**src/rtl/apb_regfile_pkg.sv**
```systemverilog
// rtl/apb_regfile_pkg.sv - shared constants and types for the APB register file slave
package apb_regfile_pkg;

    localparam int NUM_RW_REGS = 14;
    localparam int ADDR_ID     = 14;
    localparam int ADDR_WCNT   = 15;

    localparam logic [7:0] ID_VALUE_DEFAULT = 8'hA5;

    typedef enum logic [1:0] {
        IDLE,
        SETUP,
        ACCESS
    } phase_t;

endpackage

```
**src/rtl/apb_wait_gen.sv**
```systemverilog
// rtl/apb_wait_gen.sv - access-phase wait counter and PREADY generation
//
// Ports:
//   PCLK     bus clock
//   PRESETn  asynchronous active-low reset
//   access   high while the bus is in the access phase (PSEL & PENABLE)
//   pready   transfer-complete indication, low outside the access phase and in reset
module apb_wait_gen #(
    parameter int WAIT_STATES = 0
) (
    input  logic PCLK,
    input  logic PRESETn,
    input  logic access,
    output logic pready
);

    localparam logic [3:0] WS = 4'(WAIT_STATES);

    logic [3:0] wait_cnt;

    // Clearing on completion as well as outside access lets a setup
    // phase follow immediately with a fresh count.
    always_ff @(posedge PCLK or negedge PRESETn) begin
        if (!PRESETn) begin
            wait_cnt <= '0;
        end else if (!access || pready) begin
            wait_cnt <= '0;
        end else if (wait_cnt < WS) begin
            wait_cnt <= wait_cnt + 4'd1;
        end
    end

    // PRESETn in the term keeps PREADY low throughout reset even when
    // WAIT_STATES is 0 and the bus is parked in access.
    assign pready = PRESETn & access & (wait_cnt == WS);

endmodule

```
**src/rtl/apb_regfile_slave.sv**
```systemverilog
// rtl/apb_regfile_slave.sv - APB slave with 14 RW registers, an ID register and a write counter
//
// Ports:
//   PCLK     bus clock
//   PRESETn  asynchronous active-low reset
//   PSEL     slave select
//   PENABLE  access-phase indicator
//   PADDR    register index
//   PSTRB    write byte strobes
//   PWDATA   write data
//   PWRITE   1 = write, 0 = read
//   PRDATA   read data, driven only during a read access
//   PREADY   transfer complete / wait-state control
//   PSLVERR  error on writes to the read-only registers
module apb_regfile_slave
    import apb_regfile_pkg::*;
#(
    parameter int         PADDR_SIZE  = 4,
    parameter int         PDATA_SIZE  = 8,
    parameter int         WAIT_STATES = 0,
    parameter logic [7:0] ID_VALUE    = ID_VALUE_DEFAULT
) (
    input  logic                    PCLK,
    input  logic                    PRESETn,
    input  logic                    PSEL,
    input  logic                    PENABLE,
    input  logic [PADDR_SIZE-1:0]   PADDR,
    input  logic [PDATA_SIZE/8-1:0] PSTRB,
    input  logic [PDATA_SIZE-1:0]   PWDATA,
    input  logic                    PWRITE,
    output logic [PDATA_SIZE-1:0]   PRDATA,
    output logic                    PREADY,
    output logic                    PSLVERR
);

    localparam int NUM_LANES = PDATA_SIZE / 8;

    phase_t                phase;
    logic                  access;
    logic                  is_rw;
    logic                  is_id;
    logic                  is_wcnt;
    logic                  wr_commit;
    logic [PDATA_SIZE-1:0] regs [NUM_RW_REGS];
    logic [7:0]            wcnt;
    logic [PDATA_SIZE-1:0] rd_data;

    // No protocol checking: PENABLE with PSEL is an access whether or not
    // a setup cycle preceded it.
    always_comb begin
        phase = IDLE;
        if (PSEL) begin
            phase = PENABLE ? ACCESS : SETUP;
        end
    end

    assign access = (phase == ACCESS);

    apb_wait_gen #(
        .WAIT_STATES (WAIT_STATES)
    ) u_wait_gen (
        .PCLK    (PCLK),
        .PRESETn (PRESETn),
        .access  (access),
        .pready  (PREADY)
    );

    assign is_rw   = (PADDR < PADDR_SIZE'(NUM_RW_REGS));
    assign is_id   = (PADDR == PADDR_SIZE'(ADDR_ID));
    assign is_wcnt = (PADDR == PADDR_SIZE'(ADDR_WCNT));

    // An all-zero strobe write completes cleanly but is not counted.
    assign wr_commit = PREADY & PWRITE & is_rw & (|PSTRB);
    assign PSLVERR   = PREADY & PWRITE & (is_id | is_wcnt);

    always_ff @(posedge PCLK or negedge PRESETn) begin
        if (!PRESETn) begin
            for (int i = 0; i < NUM_RW_REGS; i++) begin
                regs[i] <= '0;
            end
            wcnt <= '0;
        end else if (wr_commit) begin
            for (int i = 0; i < NUM_RW_REGS; i++) begin
                if (PADDR == PADDR_SIZE'(i)) begin
                    for (int l = 0; l < NUM_LANES; l++) begin
                        if (PSTRB[l]) begin
                            regs[i][8*l +: 8] <= PWDATA[8*l +: 8];
                        end
                    end
                end
            end
            wcnt <= wcnt + 8'd1;
        end
    end

    always_comb begin
        rd_data = '0;
        for (int i = 0; i < NUM_RW_REGS; i++) begin
            if (PADDR == PADDR_SIZE'(i)) begin
                rd_data = regs[i];
            end
        end
        if (is_id) begin
            rd_data = PDATA_SIZE'(ID_VALUE);
        end
        if (is_wcnt) begin
            rd_data = PDATA_SIZE'(wcnt);
        end
    end

    assign PRDATA = (PRESETn && access && !PWRITE) ? rd_data : '0;

endmodule

```
**config.mk**
```make
export PLATFORM = sky130hd
export DESIGN_NAME = apb_regfile_slave
export DESIGN_NICKNAME = d
export VERILOG_FILES = /design/src/rtl/apb_regfile_pkg.sv /design/src/rtl/apb_wait_gen.sv /design/src/rtl/apb_regfile_slave.sv
export SDC_FILE = /design/constraint.sdc
export NUM_CORES = 1
export LEC_CHECK = 0
export ABC_AREA = 1
export ABC_CLOCK_PERIOD_IN_PS = 3400
export CAP_MARGIN = 5
export CELL_PAD_IN_SITES_DETAIL_PLACEMENT = 1
export CELL_PAD_IN_SITES_GLOBAL_PLACEMENT = 1
export CORE_AREA = 2 2 110 112
export DETAILED_ROUTE_END_ITERATION = 8
export DIE_AREA = 0 0 112 114
export PLACE_DENSITY_LB_ADDON = 0.3
export SKIP_CTS_REPAIR_TIMING = 1
export SLEW_MARGIN = 20
export SYNTH_ARGS = -nofsm -noshare
export SYNTH_HDL_FRONTEND = slang
export SYNTH_SLANG_ARGS = --single-unit
export TNS_END_PERCENT = 10
```
**constraint.sdc**
```tcl
create_clock -name PCLK -period 3.4 [get_ports PCLK]
set_input_delay 0.68 -clock PCLK [delete_from_list [all_inputs] [get_ports PCLK]]
set_output_delay 0.68 -clock PCLK [all_outputs]
set_load 0.02 [all_outputs]
```
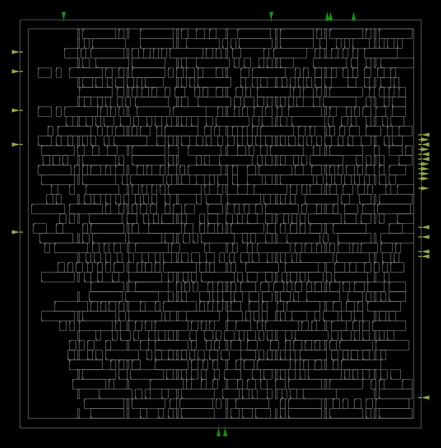
placed.png
Non-Filler Instances: 919
fin util: 59.0%
Rows: 40
core area: 0.0117 sq mm

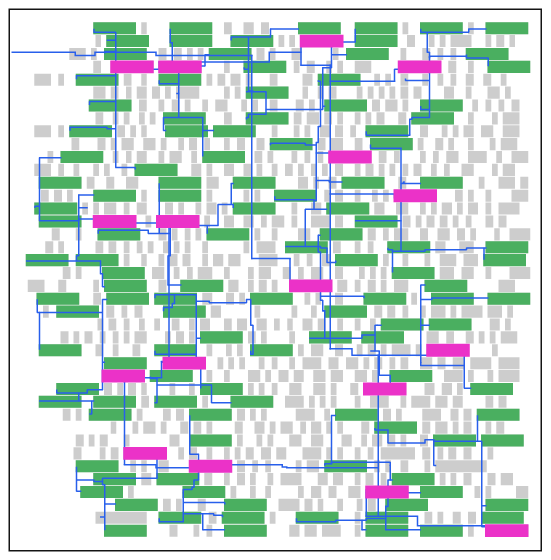
clock_wires.png
flip-flops -> green  # count 120
clock-net drivers -> magenta  # count 17
clock wires -> blue  # length 1650 microns
flops lie = all over the die

==> impl_metrics.ini <==
; implementation run metrics
[route]
drc = 0
vias = 5097
wl_per_cell_microns = 19.5
highest_layer = met4
wl_mm = 17.9

[timing]
max-slew-margin-rel_pct = 43.1
fin_skew_ps = 3.78
fin_crit_sh_pct = 94.3
clock.fmax_mhz = 312
rsz0062_at_grt = false
worst_hold_slack_ps = 475

[floorplan]
fp.dieH_microns = 114
fp.dieW_microns = 112
ioPinCount = 28
die_area_sq_mm = 0.0128

[logic_synthesis]
synthAdderAreaFrac_pct = 0.224
synthTopLogicFamily = simple AND/OR/NAND/NOR gates
ys_types = 27
async_flop_share_pct = 100
yosysTopAreaCell = dfrtp_1
syn-num-nets = 708
ys_sh_xor_pct = 1.10
common_cells = 231 x nand2_1, 120 x dfrtp_1, 112 x o21ai_0, 53 x inv_1, 48 x nor2_1
synth_area_sq_mm = 0.00557
yosys-stat-area_sq_mm = 0.00557
yosys.cell_count.top_type = nand2_1
avgSynthCellArea_sq_um = 8.09

[layout]
sh_seq_area_pct = 43.5
clock_buffers = 22
buffer_area_share_pct = 9.31
num-multi-input-gates = 487
buffers = 74
n_all_inverters = 59

[worst_setup_path]
crit_buf_inv = 4
critical-path-top-delay-family = simple AND/OR/NAND/NOR gates
cpMostUsedCell = buf_4
rr_endpoint = wcnt[6]
cp_max_fo = 4
critical_path_arrival_ps = 2530
start_kind = input pin
crit_type = input pin to output port

[placement]
gp_congestion = 0.877
dp_slack_ps = -513
dp_hpwl_mm = 11.6
placed_cells = 887

[cts]
cts_buffer_depth = 2
cts_sinks = 120

[power]
pg_seq_mw = 1.56
seqPwrFrac_pct = 43.8
powerDensity_mw_per_mm2 = 517
p_switching_mw = 0.879
power_clock_mw = 1.73
power_frac_comb_pct = 7.8

[grt]
grt_usage_pct = 29.9
use_met3_pct = 7.12
gr-max-usage-layer = met2
grt_max_degree = 66

[worst_hold_path]
hold_end = wcnt[7]

[status]
status = complete, no violations
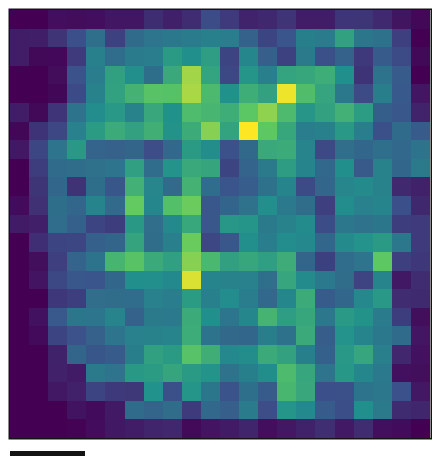
route_heat.png
The bar under the picture is 20 microns long. 22 x 23 tiles, from dark purple (low) to yellow (high), scaled to the fullest tile. Values are wire area over tile area, all layers added.
fullest tile = 0.66
tiles over half the peak = 23%
mean over tiles = 0.23
nearly empty tiles = 6.5%

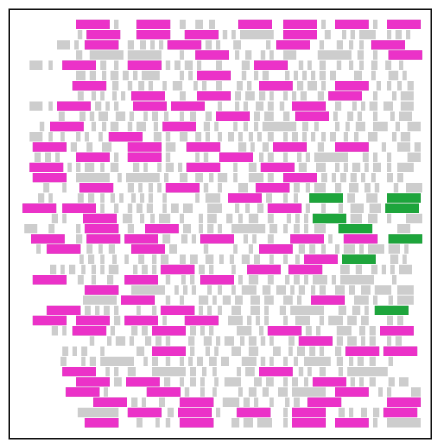
ff_map.png
Other cells in gray.
`wcnt` -> green  # placed flops 8, where right middle
`regs` -> magenta  # placed flops 112, where all over the die

kinds of logic (layout without fill, tap and decap cells):
kind of cell             after synthesis  count (layout)
buffers and inverters                 82             165
AND/OR/NAND/NOR                      356             356
AND-OR/OR-AND                        123             123
flip-flops                           120             120
adder cells (fa/ha/maj)                1               1
XOR/XNOR                               7               7
sequential cells by signal, summed over array words and instances, names as in the netlist:
name	count
regs	112
wcnt	8
how the worst max path moves through the flow:
stage                 to      from  slack, ps
6_report       PRDATA[3]  PADDR[0]        190
5_1_grt        PRDATA[3]  PADDR[0]         60
4_1_cts        PRDATA[3]  PADDR[0]       -620
3_5_place_dp   PRDATA[3]  PADDR[3]       -510
3_3_place_gp   PRDATA[2]  PADDR[0]       -450
2_1_floorplan  PRDATA[3]  PADDR[2]        840
